**Run 1: routing congestion map**

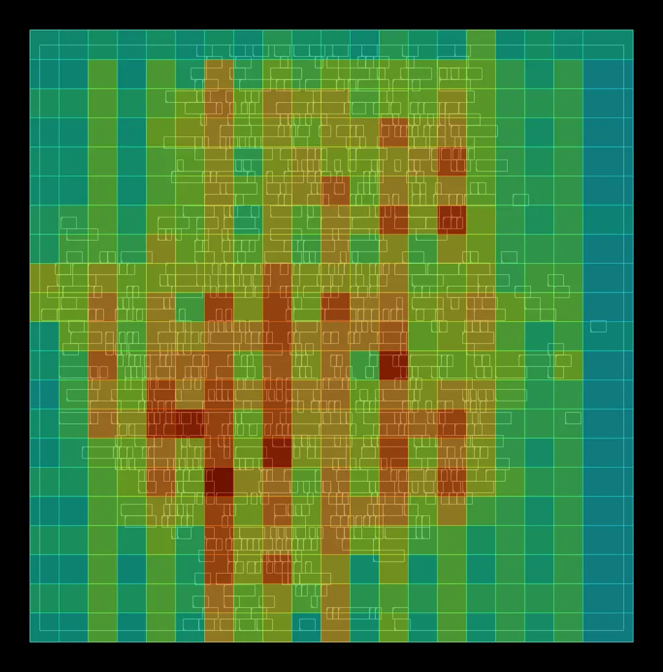
**Run 1: clock network drawn from the DEF**

(2 px per um)
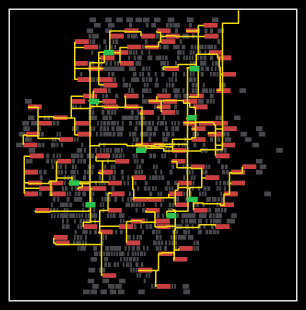
**Run 1: metal layers overlaid**

(2 px per um)
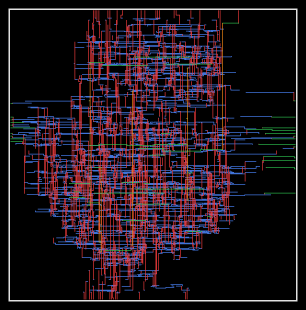
### src/rtl/rtc_timekeeper_pkg.sv
// Shared definitions for the RTC timekeeper: register map, ctrl bit positions,
// BCD field limits and a BCD range check used by the write port.
package rtc_timekeeper_pkg;

  typedef enum logic [2:0] {
    ADDR_SEC    = 3'd0,
    ADDR_MIN    = 3'd1,
    ADDR_HR     = 3'd2,
    ADDR_AL_SEC = 3'd3,
    ADDR_AL_MIN = 3'd4,
    ADDR_AL_HR  = 3'd5,
    ADDR_CTRL   = 3'd6,
    ADDR_CLRDAY = 3'd7
  } reg_addr_e;

  localparam int CTRL_ALARM_EN = 0;
  localparam int CTRL_RUN      = 1;

  localparam logic [7:0] SEC_MAX = 8'h59;
  localparam logic [7:0] MIN_MAX = 8'h59;
  localparam logic [7:0] HR_MAX  = 8'h23;

  // A well-formed BCD pair orders the same as binary, so the upper bound is a plain compare.
  function automatic logic bcd_valid(input logic [7:0] v, input logic [7:0] max);
    return (v[3:0] <= 4'd9) && (v[7:4] <= max[7:4]) && (v <= max);
  endfunction

endpackage

### src/rtl/rtc_timekeeper_bcd_digit_pair_ctr.sv
// Two-digit BCD counter that wraps at MAX to 00 and flags the wrap as a carry.
// Load takes priority over increment.
module bcd_digit_pair_ctr #(
  parameter logic [7:0] MAX = 8'h59
) (
  input  logic       clk,
  input  logic       rst,
  input  logic       inc_i,
  input  logic       load_i,
  input  logic [7:0] load_val_i,
  output logic [7:0] val_o,
  output logic       carry_o
);

  logic [7:0] val_q, val_d;

  always_comb begin
    val_d = val_q;
    if (load_i) begin
      val_d = load_val_i;
    end else if (inc_i) begin
      if (val_q == MAX)
        val_d = 8'h00;
      else if (val_q[3:0] == 4'd9)
        val_d = {val_q[7:4] + 4'd1, 4'd0};
      else
        val_d = {val_q[7:4], val_q[3:0] + 4'd1};
    end
  end

  always_ff @(posedge clk) begin
    if (rst) val_q <= 8'h00;
    else     val_q <= val_d;
  end

  assign val_o   = val_q;
  assign carry_o = inc_i && !load_i && (val_q == MAX);

endmodule

### src/rtl/rtc_timekeeper.sv
// Time-of-day keeper: BCD hh:mm:ss plus binary day count, register writes,
// coherent snapshot readout and a sticky alarm flag.
module rtc_timekeeper
  import rtc_timekeeper_pkg::*;
#(
  parameter int DAY_WIDTH  = 16,
  parameter bit RUN_AT_RST = 1'b1
) (
  input  logic                 clk,
  input  logic                 rst,
  input  logic                 one_hz,
  input  logic                 wr_en,
  input  logic [2:0]           wr_addr,
  input  logic [7:0]           wr_data,
  output logic                 wr_err,
  input  logic                 snap_req,
  output logic                 snap_valid,
  output logic [7:0]           snap_sec,
  output logic [7:0]           snap_min,
  output logic [7:0]           snap_hr,
  output logic [DAY_WIDTH-1:0] snap_days,
  output logic                 alarm_irq,
  input  logic                 alarm_ack
);

  localparam logic [DAY_WIDTH-1:0] DAY_ONE = 1;

  logic                 tick_pend_q, tick_pend_d;
  logic                 inc_done_q;
  logic                 run_q, run_d;
  logic                 alarm_en_q, alarm_en_d;
  logic [7:0]           al_sec_q, al_sec_d, al_min_q, al_min_d, al_hr_q, al_hr_d;
  logic [DAY_WIDTH-1:0] days_q, days_d;
  logic                 alarm_irq_q, alarm_irq_d;
  logic                 wr_err_q, wr_err_d;
  logic                 snap_valid_q;
  logic [7:0]           snap_sec_q, snap_min_q, snap_hr_q;
  logic [DAY_WIDTH-1:0] snap_days_q;

  logic       tick_any, inc_now;
  logic       ok59, ok23;
  logic       ld_sec, ld_min, ld_hr;
  logic [7:0] sec_val, min_val, hr_val;
  logic       sec_carry, min_carry, hr_carry;
  logic       alarm_match;

  // A tick that collides with a write is deferred one cycle so no second is lost.
  assign tick_any    = (one_hz && run_q) || tick_pend_q;
  assign inc_now     = tick_any && !wr_en;
  assign tick_pend_d = tick_any && wr_en;

  assign ok59   = bcd_valid(wr_data, SEC_MAX);
  assign ok23   = bcd_valid(wr_data, HR_MAX);
  assign ld_sec = wr_en && (wr_addr == ADDR_SEC) && ok59;
  assign ld_min = wr_en && (wr_addr == ADDR_MIN) && ok59;
  assign ld_hr  = wr_en && (wr_addr == ADDR_HR)  && ok23;

  bcd_digit_pair_ctr #(.MAX(SEC_MAX)) u_sec (
    .clk(clk), .rst(rst), .inc_i(inc_now), .load_i(ld_sec), .load_val_i(wr_data),
    .val_o(sec_val), .carry_o(sec_carry)
  );

  bcd_digit_pair_ctr #(.MAX(MIN_MAX)) u_min (
    .clk(clk), .rst(rst), .inc_i(sec_carry), .load_i(ld_min), .load_val_i(wr_data),
    .val_o(min_val), .carry_o(min_carry)
  );

  bcd_digit_pair_ctr #(.MAX(HR_MAX)) u_hr (
    .clk(clk), .rst(rst), .inc_i(min_carry), .load_i(ld_hr), .load_val_i(wr_data),
    .val_o(hr_val), .carry_o(hr_carry)
  );

  // Alarm compares the time one edge after a tick-driven increment only.
  assign alarm_match = inc_done_q && alarm_en_q &&
                       (sec_val == al_sec_q) && (min_val == al_min_q) && (hr_val == al_hr_q);

  always_comb begin
    run_d       = run_q;
    alarm_en_d  = alarm_en_q;
    al_sec_d    = al_sec_q;
    al_min_d    = al_min_q;
    al_hr_d     = al_hr_q;
    days_d      = hr_carry ? days_q + DAY_ONE : days_q;
    wr_err_d    = 1'b0;
    alarm_irq_d = alarm_match || (alarm_irq_q && !alarm_ack);
    if (wr_en) begin
      case (reg_addr_e'(wr_addr))
        ADDR_SEC, ADDR_MIN: wr_err_d = !ok59;
        ADDR_HR:            wr_err_d = !ok23;
        ADDR_AL_SEC: if (ok59) al_sec_d = wr_data; else wr_err_d = 1'b1;
        ADDR_AL_MIN: if (ok59) al_min_d = wr_data; else wr_err_d = 1'b1;
        ADDR_AL_HR:  if (ok23) al_hr_d  = wr_data; else wr_err_d = 1'b1;
        ADDR_CTRL: begin
          alarm_en_d = wr_data[CTRL_ALARM_EN];
          run_d      = wr_data[CTRL_RUN];
        end
        ADDR_CLRDAY: days_d = '0;
        default: ;
      endcase
    end
  end

  always_ff @(posedge clk) begin
    if (rst) begin
      tick_pend_q  <= 1'b0;
      inc_done_q   <= 1'b0;
      run_q        <= RUN_AT_RST;
      alarm_en_q   <= 1'b0;
      al_sec_q     <= 8'h00;
      al_min_q     <= 8'h00;
      al_hr_q      <= 8'h00;
      days_q       <= '0;
      alarm_irq_q  <= 1'b0;
      wr_err_q     <= 1'b0;
      snap_valid_q <= 1'b0;
      snap_sec_q   <= 8'h00;
      snap_min_q   <= 8'h00;
      snap_hr_q    <= 8'h00;
      snap_days_q  <= '0;
    end else begin
      tick_pend_q  <= tick_pend_d;
      inc_done_q   <= inc_now;
      run_q        <= run_d;
      alarm_en_q   <= alarm_en_d;
      al_sec_q     <= al_sec_d;
      al_min_q     <= al_min_d;
      al_hr_q      <= al_hr_d;
      days_q       <= days_d;
      alarm_irq_q  <= alarm_irq_d;
      wr_err_q     <= wr_err_d;
      snap_valid_q <= snap_req;
      if (snap_req) begin
        snap_sec_q  <= sec_val;
        snap_min_q  <= min_val;
        snap_hr_q   <= hr_val;
        snap_days_q <= days_q;
      end
    end
  end

  assign wr_err     = wr_err_q;
  assign snap_valid = snap_valid_q;
  assign snap_sec   = snap_sec_q;
  assign snap_min   = snap_min_q;
  assign snap_hr    = snap_hr_q;
  assign snap_days  = snap_days_q;
  assign alarm_irq  = alarm_irq_q;

endmodule

### config.mk
export PLATFORM = sky130hd
export DESIGN_NAME = rtc_timekeeper
export DESIGN_NICKNAME = d
export VERILOG_FILES = /design/src/rtl/rtc_timekeeper_pkg.sv /design/src/rtl/rtc_timekeeper_bcd_digit_pair_ctr.sv /design/src/rtl/rtc_timekeeper.sv
export SDC_FILE = /design/constraint.sdc
export NUM_CORES = 1
export LEC_CHECK = 0
export ABC_AREA = 1
export CORE_AREA = 2 2 141 143
export CTS_BUF_LIST = sky130_fd_sc_hd__clkbuf_2 sky130_fd_sc_hd__clkbuf_4 sky130_fd_sc_hd__clkbuf_8
export CTS_CLUSTER_SIZE = 24
export DETAILED_ROUTE_END_ITERATION = 16
export DIE_AREA = 0 0 143 145
export SETUP_SLACK_MARGIN = 0.5
export SYNTH_ARGS = -nofsm -noshare
export SYNTH_HDL_FRONTEND = slang
export SYNTH_SLANG_ARGS = --single-unit
### constraint.sdc
create_clock -name clk -period 4.9 [get_ports clk]
set_input_delay 0.735 -clock clk [delete_from_list [all_inputs] [get_ports clk]]
set_output_delay 0.735 -clock clk [all_outputs]
set_load 0.1 [all_outputs]
==> results.txt, run 1 <==
On the backend side, the flow ran end to end.

For reference, the placement row count at floorplan is 51. The number of buffers inserted by post-CTS setup repair stands at 0. The detailed placer reported the number of placed instances as 1,107.

The net count of the finished layout is 883. The multi-input combinational cell count stands at 569. The sequential share of cell area stands at 33.59%. The launch point of the worst register-to-register path is recorded as u_hr.val_o[4]. The switching part of the total power stands at 31.13%. The reg2reg setup slack stands at 2880 ps. The critical path is of the reg2out type. The initial antenna violation count was 0. The number of H-tree levels stands at 3. Dividing the detail-routed wire length by the instance count gives 13.59 um. The worst register-to-register path ends at days_q[5]. The area share of and/or/nand/nor cells after synthesis stands at 29.66%. The floorplan net count stands at 841. Per the GRT log, the top usage layer is met2. The number of buffer cells added on primary ports stands at 59. In the final timing run, aggregate negative setup slack is 0 ps. In this run the critical path is formed by clkdlybuf4s50_1. The critical-path maximum fanout stands at 2. The number of clock-tree buffers in the layout stands at 10.

Entering global routing, the biggest net connects 79 pins. Setup repair after global routing left no endpoint under its margin. The report gives the cell count of the worst hold path as 2. For reference, the critical path is launched at snap_min[1].

The total routed wire length on the met1 layer stands at 7.386 mm. Dividing the final minimum period by the clock period gives 54.40%. The synthesis run shows the most used standard cells to be 168 x nand2_1, 111 x dfxtp_1, 102 x nor2_1.

The tap cell count stands at 265. In the final design, more cell area goes to combinational gates than to any other class. The synthesized design spends more area on one cell type than any other, namely dfxtp_1. Wire segments on met2 add up to 6.971 mm in the final route. The design internal power stands at 1.236 mW. The met3 wire length stands at 563 um. The area taken by multi-input combinational cells is reported as 0.002874 mm2.

The layout has 62 buffers outside the clock class. The top achievable clock speed stands at 0.3751 GHz. Grouping non-sequential cells by family puts the most area in simple AND/OR/NAND/NOR gates. The die outline height stands at 145 um. The run finished with clean final reports.

The flop count stands at 111. The cell sitting at the root of the clock tree is a clkbuf_8. The relative slew slack stands at 22.75%. The tightest min-delay check is of the reg2reg type. Before placement the cells fill 29.32% of the core. The combined buffer and inverter count along the critical path stands at 1. The antenna cell count stands at 0.

On the critical path the data arrives at 1930 ps. STA shows the worst min-delay path finishing at al_min_q[6]. The finished cells cover 0.006615 mm2. The post-synthesis average cell area stands at 6.944 um2. The count of instantiated cells in the yosys netlist stands at 811. Leaving out fill and tap cells, the most frequent cell in the layout is nand2_1. The count of pins over their slew limit stands at 0. The clock network contribution to total cell area stands at 3.007%. Multi-input gates account for 43.45% of the area. The residual DRC count stands at 0. In this run, synthesis inferred 0 flip-flops with an integrated enable. The pre-CTS setup slack stands at 1843 ps. Among all cell types in the netlist, the one instantiated most often is nand2_1.

STA classifies the critical path startpoint as a register. The least setup slack across all paths after layout stands at 2234 ps. The ratio of routed vias to standard cells stands at 4.540. In this run the worst setup path terminates at snap_min[1]. The post-synthesis mux area share stands at 0%. Counting the inverters off the clock network in the layout gives 100. The gate count of the mapped netlist stands at 811. In the final layout, non-clock buffers account for 9.192% of the cell area. Among all stages on the critical path, the largest delay is contributed by clkdlybuf4s50_1. In this run the VDD rail shows a maximum IR drop of 0.0001363 V. The finished layout holds 1,123 standard cells, fillers aside. The xor and xnor fraction of the mapped netlist area stands at 2.488%. The design draws 1.795 mW.

According to the floorplan report, the placeable core area is 0.01921 mm2. The die outline area stands at 0.02074 mm2. Detailed placement ended at an HPWL of 11.25 mm.

TritonCTS built the clock tree. The total CTS buffers stands at 9. In the Yosys stats the netlist draws on 39 distinct library cells.

Once placement finished, the instance area stood at 0.006416 mm2. The count of routing violations after the opening detailed-route iteration stands at 370. Ranking logic cells in the layout by count gives the top entries 168 x nand2_1, 111 x dfxtp_1, 102 x nor2_1. The number of global-route vias before repair stands at 4,918. The net switching power figure stands at 558.7 uW.

The leakage dissipation stands at 2.741 nW. The maximum clock path buffer count stands at 2.
About 'routing congestion map':
met2 layer usage reported by global route: 24.64%
global-route met1 utilization: 20.60%
aggregate global-route resource usage: 15.28%
met3 track demand over resource: 2.244%
utilization of the core after routing: 34.44%

About 'clock network drawn from the DEF':
[red] flip-flops | count: 111
[yellow] clock wires | length: 1,470 um
[green] clock drivers | count: 9
routed clock nets: 10
clock distribution power: 579 uW
clock group share of total power: 32.2%
Clock Skew: 15.76 ps
clock latency at the later pin of the worst-skew pair: 390 ps

About 'metal layers overlaid':
| colour | layer | wire length |
|---|---|---|
| red | metal 2 | 6,970 um |
| blue | metal 1 | 7,390 um |
| green | metal 3 | 563 um |
| orange | metal 4 | 339 um |

[run 1: power by group through the flow]
stage                     Clock [mW]  Sequential, mW  Combinational [mW]
final                          0.579           0.940               0.276
after global routing           0.633           0.944               0.295
after CTS                      0.599           0.940               0.278
after detailed placement           0           0.961               0.277
after global placement             0           0.961               0.275
after floorplan                    0            1.08              0.0762
[run 1: flip-flops by register name, summed over array words and instances (netlist names), 8 cells and up]
name,cells
snap_sec,8
snap_min,8
snap_hr,8
al_sec_q,8
al_min_q,8
snap_days,16
u_sec.val_o,8
u_min.val_o,8
al_hr_q,8
days_q,16
u_hr.val_o,8
==> inputs of run 2 (changes only) <==
==> constraint.sdc (replaced) <==
create_clock -name clk -period 2.36 [get_ports clk]
set_input_delay 0.354 -clock clk [delete_from_list [all_inputs] [get_ports clk]]
set_output_delay 0.354 -clock clk [all_outputs]
set_load 0.1 [all_outputs]
**Run 2: close-up of the layout**

Region (97, 26) to (117, 46) um. Cells in grey, sequential cells in the stronger grey; small squares are vias.
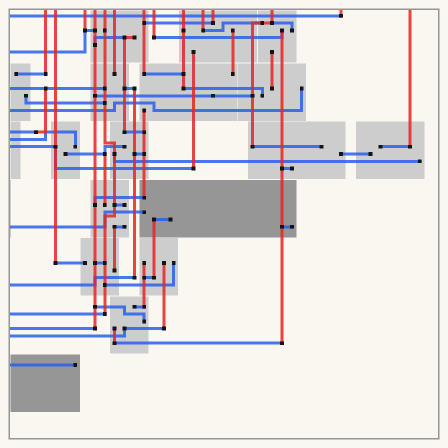
| colour | layer |
|---|---|
| red | metal 2 |
| blue | metal 1 |
netlist names of flops here include: `u_sec.val_o` (1)
cells with their middle in the window: 15
most frequent: o21ai_0 (5), ha_1 (2)
sequential cells in the window: 1

**Run 2: routing congestion map**

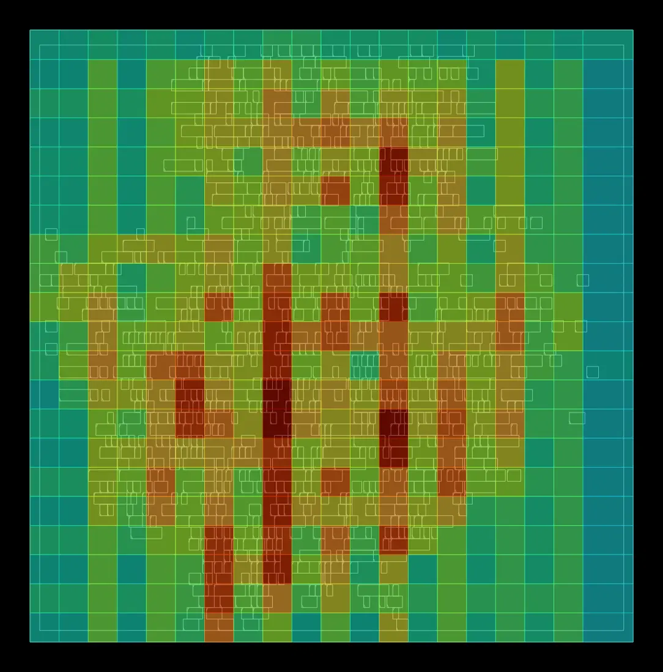
met2 layer usage reported by global route: 23.35%
routed length per placed instance: 13.61 um

==> run 2 against run 1 <==
Clock-buffer cell count increased by 1. Register-to-register slack got worse by 2300 ps. Sequential power increased by 110%. Critical path depth increased by 9. Largest cell class unchanged. Combinational power increased by 110%.
==> results.txt, run 2 <==
On the backend side, the flow ran end to end.

The core region area stands at 0.01921 mm2 (unchanged). According to the floorplan report, the die width is 143 um. The pin closest to its max-slew limit shows a slew of 449.7 ps.

The number of buffers inserted by post-CTS setup repair came to 1 (+1). The iteration count recorded for the first detailed-route pass is 4. The post-cts repair resize count stands at 2. The number of flops mapped to enable cells by yosys came to 0 (unchanged). The largest part of the power goes to registers.

The antenna cell count stands at 0 (unchanged). The count of pins over their slew limit stands at 0 (unchanged). met2 is the most crowded layer. The largest net degree at the start of global routing is 54 (-32%).

The worst stage delay on the critical path stands at 380 ps. The initial core utilization stands at 29.32% (unchanged). For this design, the CTS-stage hold fixing added 0 buffers. The routability congestion estimate from global placement stands at 0.8642.

The wire length after detailed routing stands at 15.64 mm. The flow ran to the end, and the final reports show no timing, DRC or antenna violations. The xor and xnor fraction of the mapped netlist area was 2.488% (unchanged).

In this run the remaining antenna-violating nets after routing total 0. The total routing resource utilization after global routing is 15.23% (-0.055 points). STA classifies the critical path endpoint as a register. OpenROAD emitted warnings numbering 32.

The data required time at the worst endpoint stands at 2690 ps. Clock tree synthesis selected as its root buffer the cell clkbuf_8. The gate count of the mapped netlist was 811 (unchanged). The data arrival time of the critical path stands at 2090 ps (+160 ps).

The critical path starts at u_sec.val_o[1]. The final period utilization stands at 74.41%. The share of the synthesized area in the top cell type stands at 39.46%. The yosys stat chip area stands at 0.005632 mm2. The initial antenna violation count came to 0 (unchanged).

Per the detail_route report, the via count comes to 5,214. The post-synthesis sequential element count stands at 111. STA classifies the critical path startpoint as a register. The ratio of routed vias to standard cells stands at 4.538 (about the same). The cell count of the worst reg-to-reg path stands at 10. The number of core rows stands at 51 (unchanged). The critical-path maximum fanout came to 10 (+8).

Among all flip-flop cells after synthesis, the most frequent one is dfxtp_1. The net switching power figure is 1.160 mW (+110%). According to the timing report, the critical path is captured at days_q[9]. The area share of and/or/nand/nor cells after synthesis came to 29.66% (unchanged). In this run the worst hold path is classified as in2reg. The met3 wire length was 442 um (-21%). For the worst reg-to-reg path, the startpoint reported by OpenROAD is u_sec.val_o[1].

The hold violation count in the final report stands at 0. The post-synthesis to final-layout area growth stands at 21.17%. The insertion delay to the later sink of the worst-skew pair stands at 390 ps (about the same). In this run, flip-flops and latches consume 50.3% of the power.

The count of routing violations after the opening detailed-route iteration stands at 265 (-28%). The library cell used most frequently in the layout, excluding fill and tap cells, is nand2_1. The cell count of the worst hold path stands at 3 (+1). After synthesis, flip-flops and latches occupy 39.46% of the total area.

The die outline area was 0.02074 mm2 (unchanged). The length of routed met2 wiring is 6.932 mm (-0.56%). The most common logic cells in the final layout are 166 x nand2_1, 107 x dfxtp_1, 100 x nor2_1. The first global-routing pass estimated 25.01 mm of wire. The endpoint identified for the worst register-to-register timing path is days_q[9]. For this run, the top clock speed supported by timing is 0.5694 GHz. The design internal power stands at 2.720 mW (+120%). The clock transition at the registers of the reported paths stands at 110 ps. The die outline height stands at 145 um (unchanged). The detailed-placement wirelength estimate is 11.69 mm (+3.9%).

The layout cell share with drive strength beyond 1 stands at 17.19%. For reference, the top cells by count after synthesis are 168 x nand2_1, 111 x dfxtp_1, 102 x nor2_1. For hold timing, the worst endpoint is snap_valid. Yosys attributes the largest share of cell area to dfxtp_1 39%, nand2_1 11%, o21ai_0 7.6%.

Among all stages on the critical path, the largest delay is contributed by dfxtp_4. The post-synthesis average cell area stands at 6.944 um2 (unchanged). The total routed wire length on the met1 layer stands at 7.849 mm (+6.3%). In this run the cell area of the synthesized design comes to 0.005632 mm2. The STA report counts the stages on the worst setup path as 10. The worst setup skew after layout was 9.870 ps (-5.889 ps).

Dividing total power by cell area gives a power density of 568.5 mW/mm2. The sequential logic power came to 1.95 mW (+110%). The count of instantiated cells in the yosys netlist stands at 811 (unchanged). The routed design could run at a clock period as short as 1756 ps. The total design power stands at 3.880 mW (+120%). The combinational share of power stands at 15.2%.

Signal nets in the final route climb as high as met4. The floorplan net count stands at 841 (unchanged). The share of synthesized cell area in full adder, half adder and majority cells stands at 2.888%. The I/O pin total stands at 60.

The final net count stands at 909 (+2.9%). Setup repair after global routing left no endpoint under its margin. Grouping non-sequential cells by family puts the most area in simple AND/OR/NAND/NOR gates.

Summing the areas of all compound-gate instances in the mapped netlist gives 16.00% of the synthesized area. The relative slew slack was 69.79% (+47 points). The yosys warning tally stands at 0. The sum of negative setup slack was 0 ps (unchanged). The leakage dissipation came to 2.971 nW (+8.4%). The post-synthesis mux area share stands at 0% (unchanged). In the setup report, the worst path falls into the class reg2reg. The clock group power was 1.34 mW (+130%). The combinational cell power was 592 uW (+110%). The total CTS buffers is 9 (unchanged). The met3 track demand over resource in global routing stands at 2.112% (-0.13 points). Sorting the Yosys area breakdown by cell type puts at the top dfxtp_1. The reg2reg setup slack stands at 600 ps (-2280 ps). For this run, asynchronously set or reset flops after synthesis account for 0%. The count of max-cap constraint violations stands at 0. TritonCTS built the clock tree. In this run the critical path is formed by inv_2 > ha_4 > nand2_2 > nor2_4 > nand2_4 > nor2_8 > nand3_4 > buf_6 > o21a_1 > nor2_1. The residual DRC count stands at 0 (unchanged). The number of different library cells in the post-synthesis netlist stands at 39 (unchanged). Yosys instantiated no cell more often than nand2_1. Recorded from the global router log, the overflow total was 0.

The clock share of power is 34.5% (+2.3 points). On the critical path the largest part of the delay comes from simple AND/OR/NAND/NOR gates. The maximum clock path buffer count stands at 2 (unchanged). The switching part of the total power stands at 29.90% (-1.2 points). The combined buffer and inverter count along the critical path came to 2 (+1). The tree built by TritonCTS fans out to 111 sinks. In the final report, the number of endpoints failing setup comes to 0.

For the worst min-delay path, the startpoint reported by OpenROAD is snap_req. The maximum vdd drop stands at 0.0002702 V (+98%). The number of buffer cells added on primary ports was 59 (unchanged). The number of H-tree levels came to 3 (unchanged).

The met1 routing resource usage after global routing stands at 21.30% (+0.70 points). The number of global-route vias before repair stands at 4,766 (-3.1%).
[run 2: per-stage QoR]
step                std cells  area [um2]  hold WS, ps  utilization [%]  worst slack [ps]
floorplan                 811        5632        430.8                -             812.5
global placement         1126        6476        444.0            33.72             224.3
detailed placement       1126        6476        447.0            33.72             165.3
CTS                      1143        6720        362.7            34.99             510.8
global route             1149        6824        400.1            35.53             485.9
finish                   1149        6824        362.3            35.53             603.9
[run 2: area by class of cell]
type                            instances  area (um2)
Inverter                              100       380.4
Clock buffer                           11       151.4
Multi-Input combinational cell        569        2927
Clock inverter                          5       80.08
Tap cell                              265       331.6
Timing Repair Buffer                   88       724.4
Sequential cell                       111        2230
Fill cell                            2098       12380
==> inputs of run 3 (changes only) <==
==> constraint.sdc (replaced) <==
create_clock -name clk -period 1.7 [get_ports clk]
set_input_delay 0.255 -clock clk [delete_from_list [all_inputs] [get_ports clk]]
set_output_delay 0.255 -clock clk [all_outputs]
set_load 0.1 [all_outputs]
**Run 3: routing congestion map**

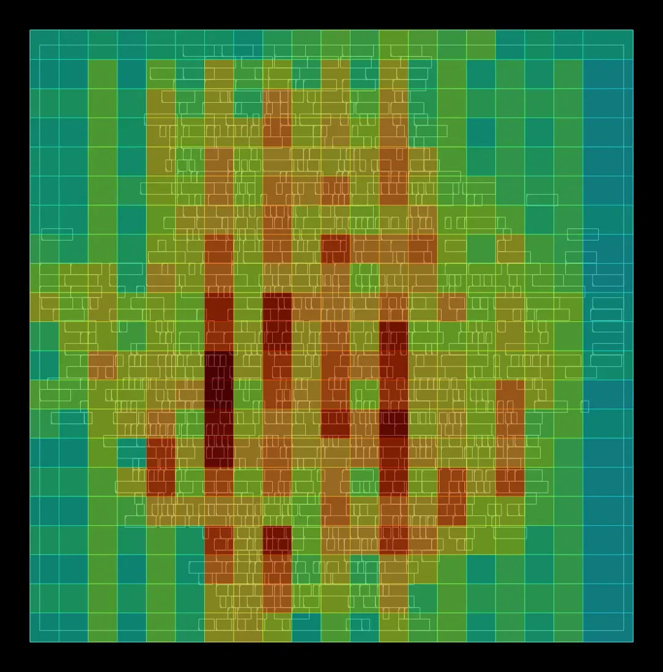
utilization of the core after routing: 43.89%
aggregate global-route resource usage: 16.91%
met2 layer usage reported by global route: 26.15%

**Run 3: signal wires on met4**

(2 px per um) Cells faint in the background.
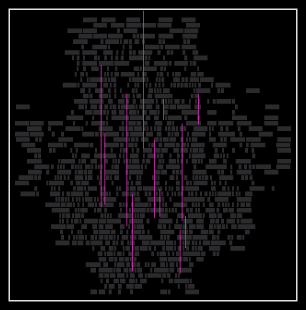
share of all routed wire: 2.6%
wire length on this layer: 442 um

==> run 3 against run 2 <==
Flip-flop count unchanged. First-iteration DRC count increased by 47%. Worst setup slack got worse by 470 ps. Critical path depth unchanged. Register-to-register slack got worse by 470 ps. Worst hold slack got worse by 130 ps. Area after synthesis unchanged. Critical path type unchanged. Largest power group unchanged. Highest routed layer unchanged.
==> results.txt, run 3 <==
On the backend side, the flow ran end to end.

The number of different library cells in the post-synthesis netlist came to 39 (unchanged). The residual DRC count stands at 0 (unchanged). The filler cell count is 1,920 (-8.5%). Among cell families on the critical path, the largest total delay comes from simple AND/OR/NAND/NOR gates.

The number of placed instances, taps included stands at 1,188 (+5.5%). The data required time at the worst endpoint was 2050 ps (-640 ps). The total stage count of the critical path stands at 10 (unchanged). The commonest cells after synthesis are 168 x nand2_1, 111 x dfxtp_1, 102 x nor2_1.

The worst stage delay on the critical path came to 340 ps (-40 ps). The detailed router used layers up to and including met4. The die outline area stands at 0.02074 mm2 (unchanged). The yosys stat chip area stands at 0.005632 mm2 (unchanged).

By area, the combinational part of the netlist is dominated by simple AND/OR/NAND/NOR gates. The combined buffer and inverter count along the critical path stands at 2 (unchanged). The power per cell area stands at 679.0 mW/mm2 (+19%).

The global-route wire length before repair was 28.17 mm (+13%). The gate count of the mapped netlist was 811 (unchanged). The post-route standard cell area excluding fillers stands at 0.008431 mm2 (+24%). The worst setup skew after layout stands at 16.10 ps (+6.228 ps).

The largest net degree at the start of global routing is 47 (-13%). In the post-synthesis netlist, the biggest area contributors are dfxtp_1 39%, nand2_1 11%, o21ai_0 7.6%. The tree is rooted in a clkbuf_8. The total area of multi-input combinational cells is 0.003207 mm2 (+9.6%). The maximum clock path buffer count is 2 (unchanged). The share of synthesized cell area in full adder, half adder and majority cells is 2.888% (unchanged).

The routability congestion estimate from global placement came to 0.8849 (+2.4%). The cell count of the worst hold path was 3 (unchanged). The total design power is 5.725 mW (+48%). The sum of overflow across all layers after global routing was 0 (unchanged). The run finished with clean final reports. The length of routed met2 wiring stands at 7.976 mm (+15%). The launch point of the critical path was reported as u_sec.val_o[1]. The met3 wire length stands at 718 um (+62%). TritonCTS built the clock tree. For reference, the critical path cell chain is inv_2 > ha_4 > nand2_4 > nor2_4 > nand2_4 > nor2_8 > nand3_4 > buf_4 > o21a_1 > nor2_1. The core region area stands at 0.01921 mm2 (unchanged). The total CTS buffers stands at 9 (unchanged).

STA classifies the critical path endpoint as a register. The number of global-route vias before repair stands at 5,518 (+16%). The number of setup violations in the final report was 0 (unchanged). The relative slew slack stands at 78.39% (+8.6 points). The post-synthesis mux area share stands at 0% (unchanged). The worst register-to-register path begins at u_sec.val_o[1]. The post-synthesis instance area stands at 0.005632 mm2 (unchanged).

The register cell area after layout was 0.002303 mm2 (+3.3%). The met1 routing resource usage after global routing is 23.77% (+2.5 points). The width of the chip stands at 143 um (unchanged). The yosys warning tally stands at 0 (unchanged). The number of buffer cells added on primary ports stands at 59 (unchanged). The overall via count from detail_route stands at 5,767 (+11%). The area share of and/or/nand/nor cells after synthesis stands at 29.66% (unchanged).

The post-synthesis average cell area is 6.944 um2 (unchanged). The number of core rows came to 51 (unchanged). The post-place instance area came to 0.007607 mm2 (+17%). The data arrival time of the critical path stands at 1920 ps (-170 ps).

The ratio of routed vias to standard cells is 4.677 (+3.1%). The antenna cell count was 0 (unchanged). STA classifies the critical path startpoint as a register.

The share of the synthesized area in the top cell type was 39.46% (unchanged). The worst setup path is of the reg2reg kind. The top achievable clock speed stands at 0.6378 GHz (+12%). The cell count of the worst reg-to-reg path is 10 (unchanged). The synthesized-area fraction occupied by ao, oa, aoi and oai cells was 16.00% (unchanged). The layout cell share with drive strength beyond 1 came to 36.47% (+19 points).

The initial core utilization came to 29.32% (unchanged). The reg2reg setup slack is 130 ps (-470 ps). For this run, the leading register cell type out of synthesis is dfxtp_1. The final net count came to 993 (+9.2%). The xor and xnor fraction of the mapped netlist area stands at 2.488% (unchanged). The capture point of the critical path was reported as days_q[9]. The I/O pin total stands at 60 (unchanged). The count of pins over their slew limit stands at 0 (unchanged). Among all stages on the critical path, the largest delay is contributed by dfxtp_2. The number of standard cells in the final layout excluding fillers stands at 1,233 (+7.3%). The wire length after detailed routing came to 17.23 mm (+10%).

The measured slew at the worst slew-check pin stands at 324.2 ps (-125.5 ps). The initial antenna violation count was 0 (unchanged). The met3 track demand over resource in global routing is 2.178% (+0.066 points). The clock transition at the registers of the reported paths stands at 110 ps (about the same).

Setup repair after global routing could not meet its margin everywhere. Looking at hold timing, the worst path starts from snap_req. The die outline height stands at 145 um (unchanged). The largest total area in the synthesized netlist belongs to dfxtp_1. The insertion delay to the later sink of the worst-skew pair was 400 ps (about the same). nand2_1 is the most common cell in the netlist. met2 is the most crowded layer.

The worst hold margin was 236.4 ps (-125.9 ps). The worst hold path terminates at snap_valid. The detailed-placement wirelength estimate stands at 12.49 mm (+6.9%). The async set-reset flop share out of synthesis is 0% (unchanged). The total number of warnings across the stage logs is 35 (+9.4%).

The count of max-cap constraint violations came to 0 (unchanged). The routed wirelength normalized by instance count stands at 13.97 um (+2.7%). The hold violation count in the final report stands at 0 (unchanged).
-- run 3: report_power, final --
| group | switching [mW] | internal [mW] |
|---|---|---|
| registers | 0.0653 | 2.67 |
| clock network | 0.976 | 0.927 |
| logic | 0.674 | 0.408 |
-- run 3: timing repair --
| action | CTS | global route |
|---|---|---|
| endpoints found under the setup margin | 103 | 104 |
| setup buffers | 13 | 12 |
| cloned | 3 | 1 |
| hold buffers | 0 | 0 |
| resized | 93 | 65 |
| pin swaps | 26 | 27 |
-- run 3: area by class of cell --
type / instances / area share (%)
Multi-Input combinational cell: 570 / 38.04
Clock buffer: 11 / 1.796
Timing Repair Buffer: 171 / 23.21
Sequential cell: 111 / 27.32
Tap cell: 265 / 3.933
Inverter: 100 / 4.660
Clock inverter: 5 / 1.039
No activity file was given, so power comes from the tool's default toggle rates.
